**Run 1: cell classes on the final placement**

Fill, decap, tap and diode cells in gray.
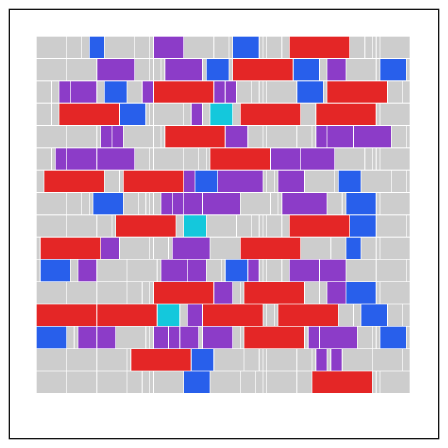
**Run 1: clock wires, drivers and flops**

The bar under the picture is 20 µm long.
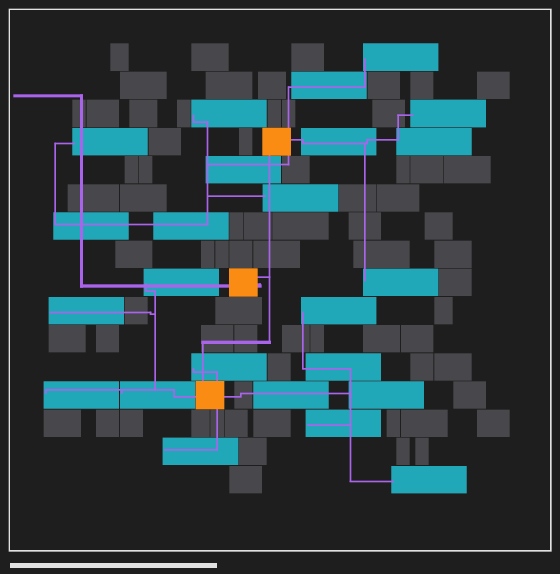
**Run 1: drive-strength map**

The bar under the picture is 20 µm long.
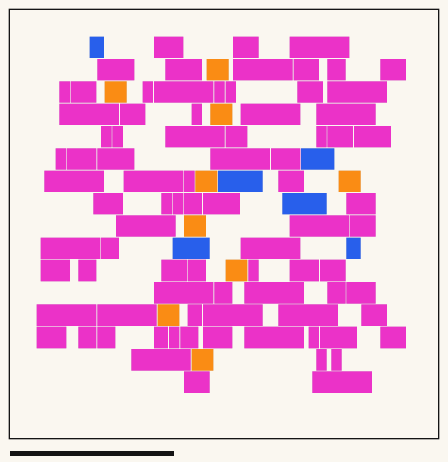
**Run 1: clock routing**

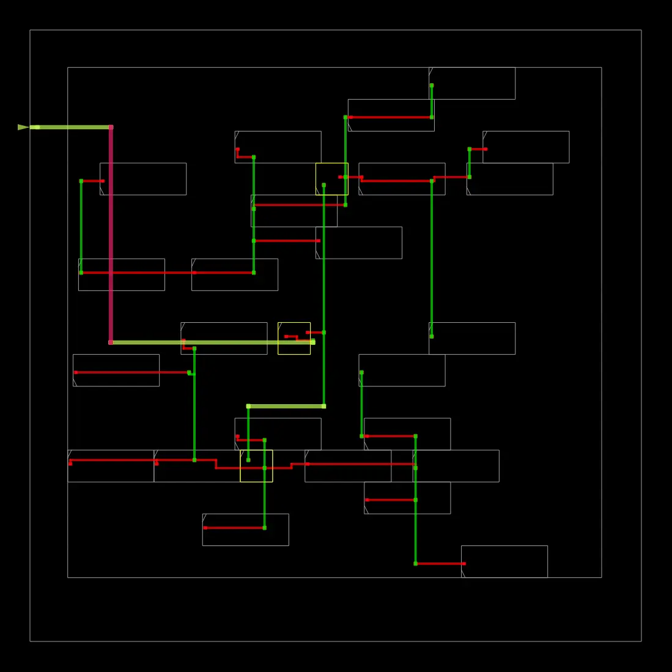
[config.mk]
export PLATFORM = sky130hd
export DESIGN_NAME = spi_input_frontend
export DESIGN_NICKNAME = d
export VERILOG_FILES = /design/src/rtl/spi_pkg.sv /design/src/rtl/spi_input_frontend_input_channel.sv /design/src/rtl/spi_input_frontend.sv
export SDC_FILE = /design/constraint.sdc
export NUM_CORES = 1
export LEC_CHECK = 0
export CORE_MARGIN = 3
export CORE_UTILIZATION = 40
export DETAILED_ROUTE_END_ITERATION = 12
export GPL_ROUTABILITY_DRIVEN = 0
export HOLD_SLACK_MARGIN = 0.02
export SLEW_MARGIN = 5
export SYNTH_ARGS = -nofsm -noshare
export SYNTH_HDL_FRONTEND = slang
export SYNTH_SLANG_ARGS = --single-unit
[constraint.sdc]
create_clock -name clk -period 1.4 [get_ports clk]
set_input_delay 0.35 -clock clk [delete_from_list [all_inputs] [get_ports clk]]
set_output_delay 0.35 -clock clk [all_outputs]
set_load 0.02 [all_outputs]
[src/rtl/spi_pkg.sv]
// ---------------------------------------------------------------------------
// spi_pkg
// Shared constants for the SPI slave input front end.
//   CS_IDLE / SCLK_IDLE / MOSI_IDLE : level each pin rests at when no master
//                                     is talking (cs is active low).
//   DEF_BITS_PER_FRAME              : default number of sclk rising edges
//                                     that make up one frame.
//   BIT_CNT_W                       : bit counter width for the default frame.
// ---------------------------------------------------------------------------
package spi_pkg;

    localparam logic CS_IDLE   = 1'b1;
    localparam logic SCLK_IDLE = 1'b0;
    localparam logic MOSI_IDLE = 1'b0;

    localparam int DEF_BITS_PER_FRAME = 8;
    localparam int BIT_CNT_W          = $clog2(DEF_BITS_PER_FRAME);

    typedef logic [BIT_CNT_W-1:0] bitCnt_t;

endpackage

[src/rtl/spi_input_frontend_input_channel.sv]
// ---------------------------------------------------------------------------
// input_channel
// Conditions one raw asynchronous pin: two-flop synchronizer, glitch filter
// and registered edge pulses.
//   clk, reset   : system clock, synchronous active-high reset
//   i_pin        : raw asynchronous pin
//   o_cond       : synchronized and filtered level
//   o_pos_edge   : one-cycle pulse, registered with o_cond going 0->1
//   o_neg_edge   : one-cycle pulse, registered with o_cond going 1->0
//   o_rise_evt   : combinational, high in the cycle before o_pos_edge
//   o_fall_evt   : combinational, high in the cycle before o_neg_edge
// The *_evt strobes let the parent register its own state on the very same
// clock edge that o_cond and the edge pulses update.
// ---------------------------------------------------------------------------
module input_channel
    import spi_pkg::*;
#(
    parameter int   WAIT_CYCLES = 3,
    parameter logic IDLE_VAL    = 1'b0
) (
    input  logic clk,
    input  logic reset,
    input  logic i_pin,
    output logic o_cond,
    output logic o_pos_edge,
    output logic o_neg_edge,
    output logic o_rise_evt,
    output logic o_fall_evt
);

    localparam int CNT_W = (WAIT_CYCLES < 1) ? 1 : $clog2(WAIT_CYCLES + 1);
    localparam logic [CNT_W-1:0] WAIT_LAST = CNT_W'(WAIT_CYCLES);

    logic             r_meta;
    logic             r_sync;
    logic             r_cond;
    logic             r_pos;
    logic             r_neg;
    logic [CNT_W-1:0] r_cnt;
    logic             w_change;

    // The filtered level may only follow the synchronized level once the
    // mismatch has already survived WAIT_CYCLES earlier cycles; this is the
    // last mismatching cycle before the change is committed.
    assign w_change   = (r_sync != r_cond) && (r_cnt == WAIT_LAST);
    assign o_rise_evt = w_change & r_sync;
    assign o_fall_evt = w_change & ~r_sync;

    // Synchronizer, filter counter and conditioned level. Any cycle where the
    // synchronized value agrees with the conditioned one clears the count, so
    // an interrupted mismatch has to start over from zero. The counter is
    // cleared on a commit too, which keeps edge pulses at least two cycles
    // apart on a channel.
    always_ff @(posedge clk) begin
        if (reset) begin
            r_meta <= IDLE_VAL;
            r_sync <= IDLE_VAL;
            r_cond <= IDLE_VAL;
            r_pos  <= 1'b0;
            r_neg  <= 1'b0;
            r_cnt  <= '0;
        end else begin
            r_meta <= i_pin;
            r_sync <= r_meta;
            r_pos  <= o_rise_evt;
            r_neg  <= o_fall_evt;
            if (r_sync == r_cond) begin
                r_cnt <= '0;
            end else if (w_change) begin
                r_cond <= r_sync;
                r_cnt  <= '0;
            end else begin
                r_cnt <= r_cnt + CNT_W'(1);
            end
        end
    end

    assign o_cond     = r_cond;
    assign o_pos_edge = r_pos;
    assign o_neg_edge = r_neg;

endmodule

[src/rtl/spi_input_frontend.sv]
// ---------------------------------------------------------------------------
// spi_input_frontend
// Upstream front end of the SPI slave: conditions sclk, cs and mosi and
// tracks the bit position inside the current frame.
//   clk, reset      : system clock, synchronous active-high reset
//   sclk_pin        : raw serial clock
//   cs_pin          : raw chip select, active low
//   mosi_pin        : raw master-out data
//   sclk_cond / cs_cond / mosi_cond : filtered levels
//   sclk_pos_edge / sclk_neg_edge   : one-cycle sclk edge pulses
//   cs_fall / cs_rise               : one-cycle frame start / end pulses
//   bit_cnt         : sclk rising edges in this frame, modulo BITS_PER_FRAME
//   byte_done       : pulse on the edge that completes a byte
//   frame_err       : pulse when cs deasserts part way through a byte
// ---------------------------------------------------------------------------
module spi_input_frontend
    import spi_pkg::*;
#(
    parameter int WAIT_CYCLES    = 3,
    parameter int BITS_PER_FRAME = DEF_BITS_PER_FRAME
) (
    input  logic                              clk,
    input  logic                              reset,
    input  logic                              sclk_pin,
    input  logic                              cs_pin,
    input  logic                              mosi_pin,
    output logic                              sclk_cond,
    output logic                              cs_cond,
    output logic                              mosi_cond,
    output logic                              sclk_pos_edge,
    output logic                              sclk_neg_edge,
    output logic                              cs_fall,
    output logic                              cs_rise,
    output logic [$clog2(BITS_PER_FRAME)-1:0] bit_cnt,
    output logic                              byte_done,
    output logic                              frame_err
);

    localparam int CNT_W = $clog2(BITS_PER_FRAME);
    localparam logic [CNT_W-1:0] LAST_BIT = CNT_W'(BITS_PER_FRAME - 1);

    logic             w_sclk_rise_evt;
    logic             w_sclk_fall_evt;
    logic             w_cs_rise_evt;
    logic             w_cs_fall_evt;
    logic             w_mosi_rise_evt;
    logic             w_mosi_fall_evt;
    logic             w_mosi_pos;
    logic             w_mosi_neg;
    logic             w_unused_evt;
    logic [CNT_W-1:0] r_bit_cnt;
    logic             r_byte_done;
    logic             r_frame_err;

    input_channel #(.WAIT_CYCLES(WAIT_CYCLES), .IDLE_VAL(SCLK_IDLE)) u_sclk (
        .clk        (clk),
        .reset      (reset),
        .i_pin      (sclk_pin),
        .o_cond     (sclk_cond),
        .o_pos_edge (sclk_pos_edge),
        .o_neg_edge (sclk_neg_edge),
        .o_rise_evt (w_sclk_rise_evt),
        .o_fall_evt (w_sclk_fall_evt)
    );

    input_channel #(.WAIT_CYCLES(WAIT_CYCLES), .IDLE_VAL(CS_IDLE)) u_cs (
        .clk        (clk),
        .reset      (reset),
        .i_pin      (cs_pin),
        .o_cond     (cs_cond),
        .o_pos_edge (cs_rise),
        .o_neg_edge (cs_fall),
        .o_rise_evt (w_cs_rise_evt),
        .o_fall_evt (w_cs_fall_evt)
    );

    input_channel #(.WAIT_CYCLES(WAIT_CYCLES), .IDLE_VAL(MOSI_IDLE)) u_mosi (
        .clk        (clk),
        .reset      (reset),
        .i_pin      (mosi_pin),
        .o_cond     (mosi_cond),
        .o_pos_edge (w_mosi_pos),
        .o_neg_edge (w_mosi_neg),
        .o_rise_evt (w_mosi_rise_evt),
        .o_fall_evt (w_mosi_fall_evt)
    );

    // mosi edges and the sclk falling strobe carry no frame meaning here.
    assign w_unused_evt = ^{w_sclk_fall_evt, w_mosi_rise_evt, w_mosi_fall_evt,
                            w_mosi_pos, w_mosi_neg};

    // Frame tracking is driven from the channel strobes so its outputs land
    // in the same cycle as the edge pulses. Priority: a frame end beats a
    // frame start beats an sclk edge, so an sclk edge coinciding with either
    // cs transition is never counted. cs_cond here is still the pre-update
    // level, i.e. whether the frame was already open before this edge.
    // The counter wraps on its own because the frame length is a power of two.
    always_ff @(posedge clk) begin
        if (reset) begin
            r_bit_cnt   <= '0;
            r_byte_done <= 1'b0;
            r_frame_err <= 1'b0;
        end else begin
            r_byte_done <= 1'b0;
            r_frame_err <= 1'b0;
            if (w_cs_rise_evt) begin
                r_frame_err <= (r_bit_cnt != '0);
                r_bit_cnt   <= '0;
            end else if (w_cs_fall_evt) begin
                r_bit_cnt <= '0;
            end else if (w_sclk_rise_evt && !cs_cond) begin
                r_bit_cnt   <= r_bit_cnt + CNT_W'(1);
                r_byte_done <= (r_bit_cnt == LAST_BIT);
            end
        end
    end

    assign bit_cnt   = r_bit_cnt;
    assign byte_done = r_byte_done;
    assign frame_err = r_frame_err;

endmodule

==> results.json, run 1 <==
{
  "cpMaxStageDelayCell": "dfxtp_1",
  "leakagePower_nw": 0.4733,
  "warnings": 27,
  "crit_path_start_kind": "register",
  "internal_power_uw": 816.9,
  "wl_per_cell_um": 10.59,
  "final-instance-count-excl-fill": 126,
  "rows": 16,
  "power_mw": 1.018,
  "p_seq_share_pct": 68.6,
  "drt-initial-drc-count": 3,
  "fin_crit_sh_pct": 95.65,
  "yosysTopAreaCellShare_pct": 56.39,
  "regArea_um2": 480.5,
  "antenna_cells": 0,
  "crit_chain": "clkdlybuf4s15_1",
  "layout.area.comb_um2": 344.1,
  "critical_path.top_delay_family": "flip-flops",
  "worstPathRequired_ns": 1.05,
  "yosys_most_used_dff": "dfxtp_1",
  "netlist_area_um2": 852.1,
  "track_usage_pct": 12.59,
  "final_max_slew_viol_count": 0,
  "ioPinCount": 17,
  "whs_endpoint": "u_cs.r_sync$_SDFF_PP1_",
  "rsz0062_at_grt": "no",
  "drtPass1Iterations": 2,
  "drc_errors": 0,
  "clock_path_buffers": 2,
  "status": "complete, no violations",
  "fp_util_pct": 42.99
}
About 'cell classes on the final placement':
| color | class | cells |
|---|---|---|
| purple | remaining logic cells | 50 |
| red | sequential cells | 24 |
| blue | remaining buffers and delay cells | 22 |
| cyan | clock-net drivers | 3 |

About 'clock wires, drivers and flops':
[purple] clock wires | length: 270 µm
[orange] clock-net drivers | count: 3
[cyan] flip-flops | count: 24
routed clock nets: 4
Late-Pin Clk Latency: 0.30 ns
P_clk: 280 µW

About 'drive-strength map':
| color | size | cells | share |
|---|---|---|---|
| orange | x3 and x4 | 9 | 9.1% |
| blue | x2 | 6 | 6.1% |
| magenta | x1 and smaller | 84 | 85% |

About 'clock routing':
flop count: 24
clk sinks: 24

run 1: power by group through the flow:
| stage | clock network [mW] | logic, mW | registers [mW] |
|---|---|---|---|
| floorplan | 0 | 0.0192 | 0.713 |
| detailed placement | 0 | 0.0402 | 0.714 |
| global placement | 0 | 0.0395 | 0.714 |
| global route | 0.325 | 0.0452 | 0.700 |
| finish | 0.280 | 0.0394 | 0.699 |
| CTS | 0.302 | 0.0404 | 0.699 |
run 1: metrics by stage:
stage / TNS [ns] / instance area, µm² / setup WS [ns] / util (%)
floorplan: 0 / 852.1 / 0.2440 / -
global placement: -0.9331 / 1086 / -0.1193 / 54.80
detailed placement: -0.8556 / 1086 / -0.1117 / 54.80
CTS: 0 / 1095 / 0.004570 / 55.24
global route: 0 / 1087 / 0.006461 / 54.86
finish: 0 / 1087 / 0.06094 / 54.86
run 1: worst reg2reg max path, cell delays in order (launching register included):
cell,delay [ns]
dfxtp_1,0.36
ha_1,0.21
and4bb_2,0.34
mux2i_1,0.21
nor2_1,0.05
run 1: flip-flops by register name (all words and copies together) (netlist names):
name	count
u_cs.o_cond	1
u_cs.r_meta	1
u_mosi.o_cond	1
u_sclk.o_pos_edge	1
u_cs.o_pos_edge	1
bit_cnt	3
u_sclk.o_neg_edge	1
u_mosi.r_cnt	2
u_sclk.o_cond	1
frame_err	1
u_cs.o_neg_edge	1
u_cs.r_sync	1
byte_done	1
u_cs.r_cnt	2
u_mosi.r_meta	1
u_sclk.r_cnt	2
u_sclk.r_sync	1
u_sclk.r_meta	1
u_mosi.r_sync	1
run 1: cell families after synthesis:
family / Yosys count / synth area share, %
AOI/OAI and AO/OA: 4 / 3.964
buffers and inverters: 7 / 3.230
DFF: 24 / 56.39
adders and majority gates: 6 / 8.810
xor gates and xnor gates: 4 / 4.111
and+or+nand+nor: 27 / 19.97
muxes: 3 / 3.524
run 1: what timing repair did:
item                       CTS  global route
setup buffers                0             0
setup endpoints to repair   12             3
cloned                       0             0
gates resized               13             4
run 1: cell type report:
class | instances | area share [%]
clock buffers | 3 | 2.071
inverters | 6 | 2.071
multi-input cells | 44 | 31.65
flip-flops and latches | 24 | 44.19
well taps | 27 | 3.107
repair buffers | 22 | 16.92
run 1: layer usage:
| layer | track usage, % | vias to the layer above | share of wire (%) |
|---|---|---|---|
| li1 | - | 297 | - |
| met1 | 16.49 | 242 | 51 |
| met2 | 17.99 | 13 | 42 |
| met3 | 3.725 | 2 | 5.9 |
| met4 | 7.660 | 0 | 1.3 |
| met5 | 0 | - | 0 |
run 1: how the worst max path moves through the flow:
| stage | slack, ns | cells past startpoint | startpoint | to |
|---|---|---|---|---|
| floorplan | 0.24 | 4 | bit_cnt[0]$_SDFFE_PP0P_ | bit_cnt[2]$_SDFFE_PP0P_ |
| global placement | -0.12 | 3 | reset | frame_err$_SDFF_PP0_ |
| detailed placement | -0.11 | 3 | reset | frame_err$_SDFF_PP0_ |
| CTS | 0.005 | 1 | bit_cnt[1]$_SDFFE_PP0P_ | bit_cnt[1] |
| global route | 0.006 | 1 | bit_cnt[0]$_SDFFE_PP0P_ | bit_cnt[0] |
| finish | 0.06 | 1 | u_cs.o_cond$_SDFFE_PP1P_ | cs_cond |
==> inputs of run 2 (changes only) <==
CTS_CLUSTER_SIZE = 24   (was default)
**Run 2: clock wires, drivers and flops**

The bar under the picture is 20 µm long.
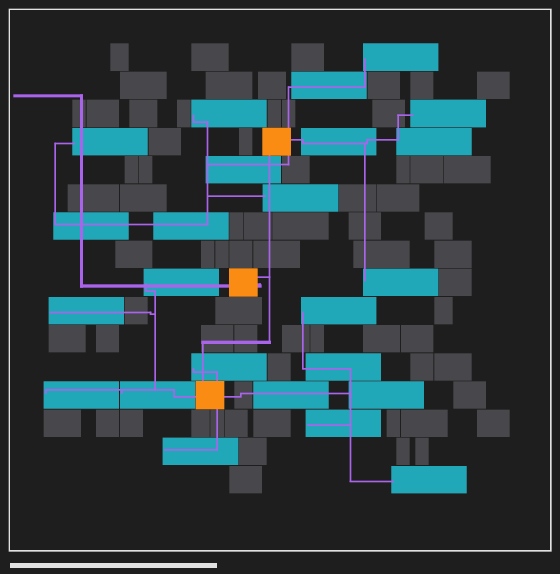
[purple] clock wires | length: 270 µm
[orange] clock-net drivers | count: 3
[cyan] flip-flops | count: 24
routed clock nets: 4
Clk pwr share: 27.5%
Clock Skews: 0.0009167 ns

==> run 2 against run 1 <==
Clock skew unchanged. Clock power is essentially flat. Critical path depth unchanged. Utilization is the same. Worst hold slack is the same. Via count is the same. Cell count stayed put. Global-route usage did not move. Combinational power hardly changed. Die size did not move. Sequential power hardly changed. Largest cell class unchanged.
==> results.json, run 2 <==
{
  "layout_top_cells": "dfxtp_1, nor2_1, dlygate4sd2_1",
  "numCtsBuffers": 3,
  "met1_usage_pct": 16.49,
  "crit_path_start_kind": "register",
  "yosysTopAreaCellShare_pct": 56.39,
  "crit_cells": 1,
  "power_mw": 1.018,
  "crit_chain": "clkdlybuf4s15_1",
  "crit_path_end_kind": "primary output",
  "post_cts_buffers": 0,
  "largest_register_ff_count": 3,
  "gr-usage-met2_pct": 17.99,
  "netlist_area_um2": 852.1,
  "warnings": 27,
  "cp-startpoint": "u_cs.o_cond$_SDFFE_PP1P_",
  "cpMaxStageDelayCell": "dfxtp_1",
  "cts_resized": 13,
  "final_max_slew_viol_count": 0,
  "arrival_ns": 0.99,
  "drc_errors": 0,
  "critical_path.top_delay_family": "flip-flops",
  "min_period_ns": 1.339,
  "drtPass1Iterations": 2,
  "clock.latency.late_pin_ns": 0.30,
  "numSynthFlops": 24,
  "antenna_cells": 0,
  "wl_per_cell_um": 10.59,
  "fin_crit_sh_pct": 95.65,
  "numPlacedInstances": 123,
  "rsz0062_at_grt": "no",
  "path_class": "register to primary output",
  "tns_ns": 0,
  "die_w_um": 52.16,
  "ioPinCount": 17,
  "rows": 16,
  "final-instance-count-excl-fill": 126,
  "status": "complete, no violations",
  "track_usage_pct": 12.59,
  "grt_use_met3_pct": 3.725,
  "clock-sinks": 24,
  "setup.worst_path.end": "cs_cond",
  "worstPathRequired_ns": 1.05,
  "drt-initial-drc-count": 3,
  "fp_util_pct": 42.99,
  "yosys_most_used_dff": "dfxtp_1",
  "holdWs_ns": 0.4165,
  "leakagePower_nw": 0.4733,
  "clock_path_buffers": 2,
  "top_usage_layer": "met2"
}
-- run 2: cell counts after synthesis --
No cell type changed its count.
-- run 2: logic make-up (layout without fill, tap and decap cells) --
group	count (synthesis)	count (layout)	share of synthesized area (%)
AND/OR/NAND/NOR	27	27	19.97
flip-flops	24	24	56.39
buffers and inverters	7	31	3.230
adder cells (fa/ha/maj)	6	6	8.810
AND-OR/OR-AND	4	4	3.964
XOR/XNOR	4	4	4.111
multiplexers	3	3	3.524
-- run 2: final cells by class --
cell class / instances / area, µm²
fill: 182 / 894.6
timing repair buffer: 22 / 183.9
sequential: 24 / 480.5
clock buffer: 3 / 22.52
inverter: 6 / 22.52
tap: 27 / 33.78
multi-input combinational: 44 / 344.1
-- run 2: worst min-delay path by stage --
stage	from	end	slack, ns	depth (start not counted)
2_1_floorplan	u_cs.r_meta$_SDFF_PP1_	u_cs.r_sync$_SDFF_PP1_	0.38	1
5_1_grt	u_cs.r_meta$_SDFF_PP1_	u_cs.r_sync$_SDFF_PP1_	0.44	1
3_5_place_dp	u_cs.r_meta$_SDFF_PP1_	u_cs.r_sync$_SDFF_PP1_	0.39	1
3_3_place_gp	u_cs.r_meta$_SDFF_PP1_	u_cs.r_sync$_SDFF_PP1_	0.39	1
4_1_cts	u_cs.r_meta$_SDFF_PP1_	u_cs.r_sync$_SDFF_PP1_	0.42	1
6_report	u_cs.r_meta$_SDFF_PP1_	u_cs.r_sync$_SDFF_PP1_	0.42	1
-- run 2: through the flow --
| stage | setup slack [ns] | cell area (µm²) | utilization, % |
|---|---|---|---|
| floorplan | 0.2440 | 852.1 | - |
| global placement | -0.1193 | 1086 | 54.80 |
| detailed placement | -0.1117 | 1086 | 54.80 |
| CTS | 0.004570 | 1095 | 55.24 |
| global route | 0.006461 | 1087 | 54.86 |
| finish | 0.06094 | 1087 | 54.86 |
-- run 2: routing by layer --
metal,routed length (µm),share of wire [%]
met1,676,51
met2,560,42
met3,79,5.9
met4,18,1.3
met5,0,0
-- run 2: power breakdown --
group	switching [mW]	internal, mW	leakage, nW
sequential	0.00532	0.693	0.195
clock	0.180	0.100	0.0138
combinational	0.0160	0.0234	0.265
total	0.201	0.817	0.473
**Run 2: selected gate families**

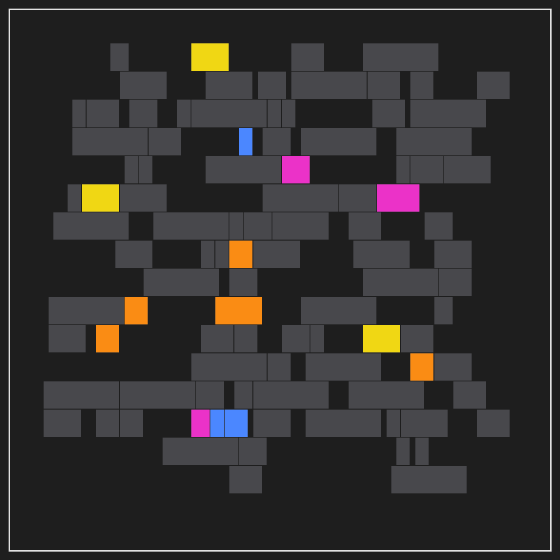

==> inputs of run 3 (changes only) <==
SKIP_CTS_REPAIR_TIMING = 1   (was default)
**Run 3: selected gate families**

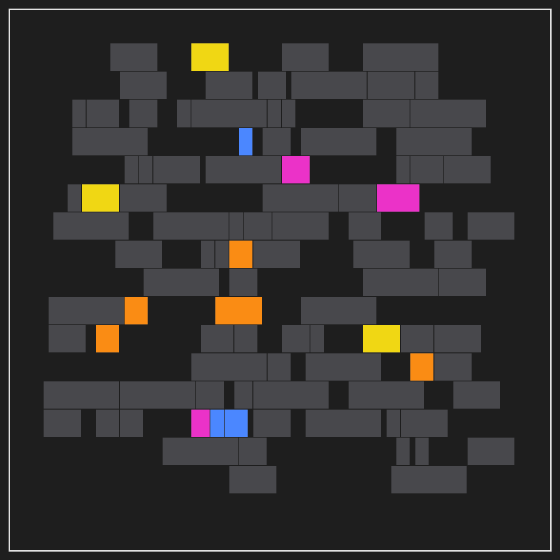
| color | family | cells |
|---|---|---|
| orange | and/or cells | 5 |
| yellow | mux cells | 3 |
| blue | nand cells | 3 |
| magenta | aoi and oai cells | 3 |
most frequent logic cell in the layout: dfxtp_1
final cell count without fillers: 126
logic share of the area: 30.22%

==> run 3 against run 2 <==
Die size unchanged. Clock power about the same. Synthesized cell count stayed put. Via count rose by 0.54%. Clock skew is essentially flat. Clock-buffer cell count stayed put. Sequential cell count unchanged. Utilization grew 2.6 points. Cell count is the same.
==> results.json, run 3 <==
{
  "holdCritStartpoint": "u_cs.r_meta$_SDFF_PP1_",
  "drc_errors": 0,
  "cts_root_buf": "clkbuf_4",
  "layout_top_cells": "dfxtp_1, dlymetal6s2s_1, nor2_1",
  "fin_crit_sh_pct": 91.52,
  "skew_ns": 0.0005208,
  "drt-initial-drc-count": 3,
  "crit_path_start_kind": "register",
  "clock-sinks": 24,
  "min_period_ns": 1.281,
  "ff2ff_path_depth": 4,
  "rsz0062_at_grt": "no",
  "final_max_slew_viol_count": 0,
  "worstPathRequired_ns": 1.05,
  "fp_util_pct": 42.99,
  "cpMaxStageDelayCell": "dfxtp_1",
  "track_usage_pct": 12.59,
  "warnings": 27,
  "rows": 16,
  "crit_path_end_kind": "primary output",
  "arrival_ns": 0.93,
  "yosys_most_used_dff": "dfxtp_1",
  "path_class": "register to primary output",
  "drtPass1Iterations": 2,
  "setup.worst_path.end": "bit_cnt[1]",
  "leakagePower_nw": 0.6328,
  "port_buffers": 16,
  "crit_cells": 1,
  "cp-startpoint": "bit_cnt[1]$_SDFFE_PP0P_",
  "die_w_um": 52.16,
  "antenna_cells": 0,
  "yosysTopAreaCellShare_pct": 56.39,
  "clock_path_buffers": 2,
  "wl_per_cell_um": 10.79,
  "numPlacedInstances": 123,
  "numSynthFlops": 24,
  "status": "complete, no violations",
  "clock.latency.late_pin_ns": 0.30,
  "numCtsBuffers": 3,
  "largest_register_ff_count": 3,
  "ioPinCount": 17,
  "crit_chain": "dlymetal6s2s_1"
}
[run 3: area by class of cell]
class                   instances  area [µm²]
fillers                       176       843.3
flip-flops and latches         24       480.5
multi-input cells              44       344.1
repair buffers                 22       235.2
well taps                      27       33.78
clock buffers                   3       22.52
inverters                       6       22.52
[run 3: how the worst min path moves through the flow]
stage	cells after the start	slack, ns	end
after global placement	1	0.39	u_cs.r_sync$_SDFF_PP1_
after global routing	1	0.44	u_cs.r_sync$_SDFF_PP1_
after CTS	1	0.42	u_cs.r_sync$_SDFF_PP1_
final	1	0.42	u_cs.r_sync$_SDFF_PP1_
after floorplan	1	0.38	u_cs.r_sync$_SDFF_PP1_
after detailed placement	1	0.39	u_cs.r_sync$_SDFF_PP1_
[run 3: logic make-up after synthesis]
logic type / synth area share (%)
fa+ha+maj: 8.810
flops: 56.39
buf+inv: 3.230
simple gates: 19.97
xor+xnor: 4.111
compound gates: 3.964
mux: 3.524
[run 3: where the power goes]
group	switching, mW	internal [mW]	total (mW)
Combinational	0.0160	0.0234	0.0394
Sequential	0.00541	0.693	0.699
Clock	0.179	0.100	0.279
Total	0.200	0.817	1.02
[run 3: per-layer routing]
layer  global-route usage, %  share of wire [%]  wire [µm]
met1                   16.49                 50        682
met2                   17.99                 43        579
met3                   3.725                5.9         80
met4                   7.660                1.3         18
met5                       0                  0          0
[run 3: metrics by stage]
stage          power (mW)  setup slack (ns)  area, µm²  hold WS, ns  TNS [ns]
6_report            1.017            0.1187       1139       0.4165         0
5_1_grt             1.070           0.02042       1139       0.4442         0
4_1_cts             1.041           -0.2977       1109       0.4191    -2.650
3_5_place_dp       0.7543           -0.1117       1086       0.3905   -0.8556
3_3_place_gp       0.7536           -0.1193       1086       0.3940   -0.9331
2_1_floorplan      0.7322            0.2440      852.1       0.3832         0
Power is estimated from default activity; no workload was simulated.
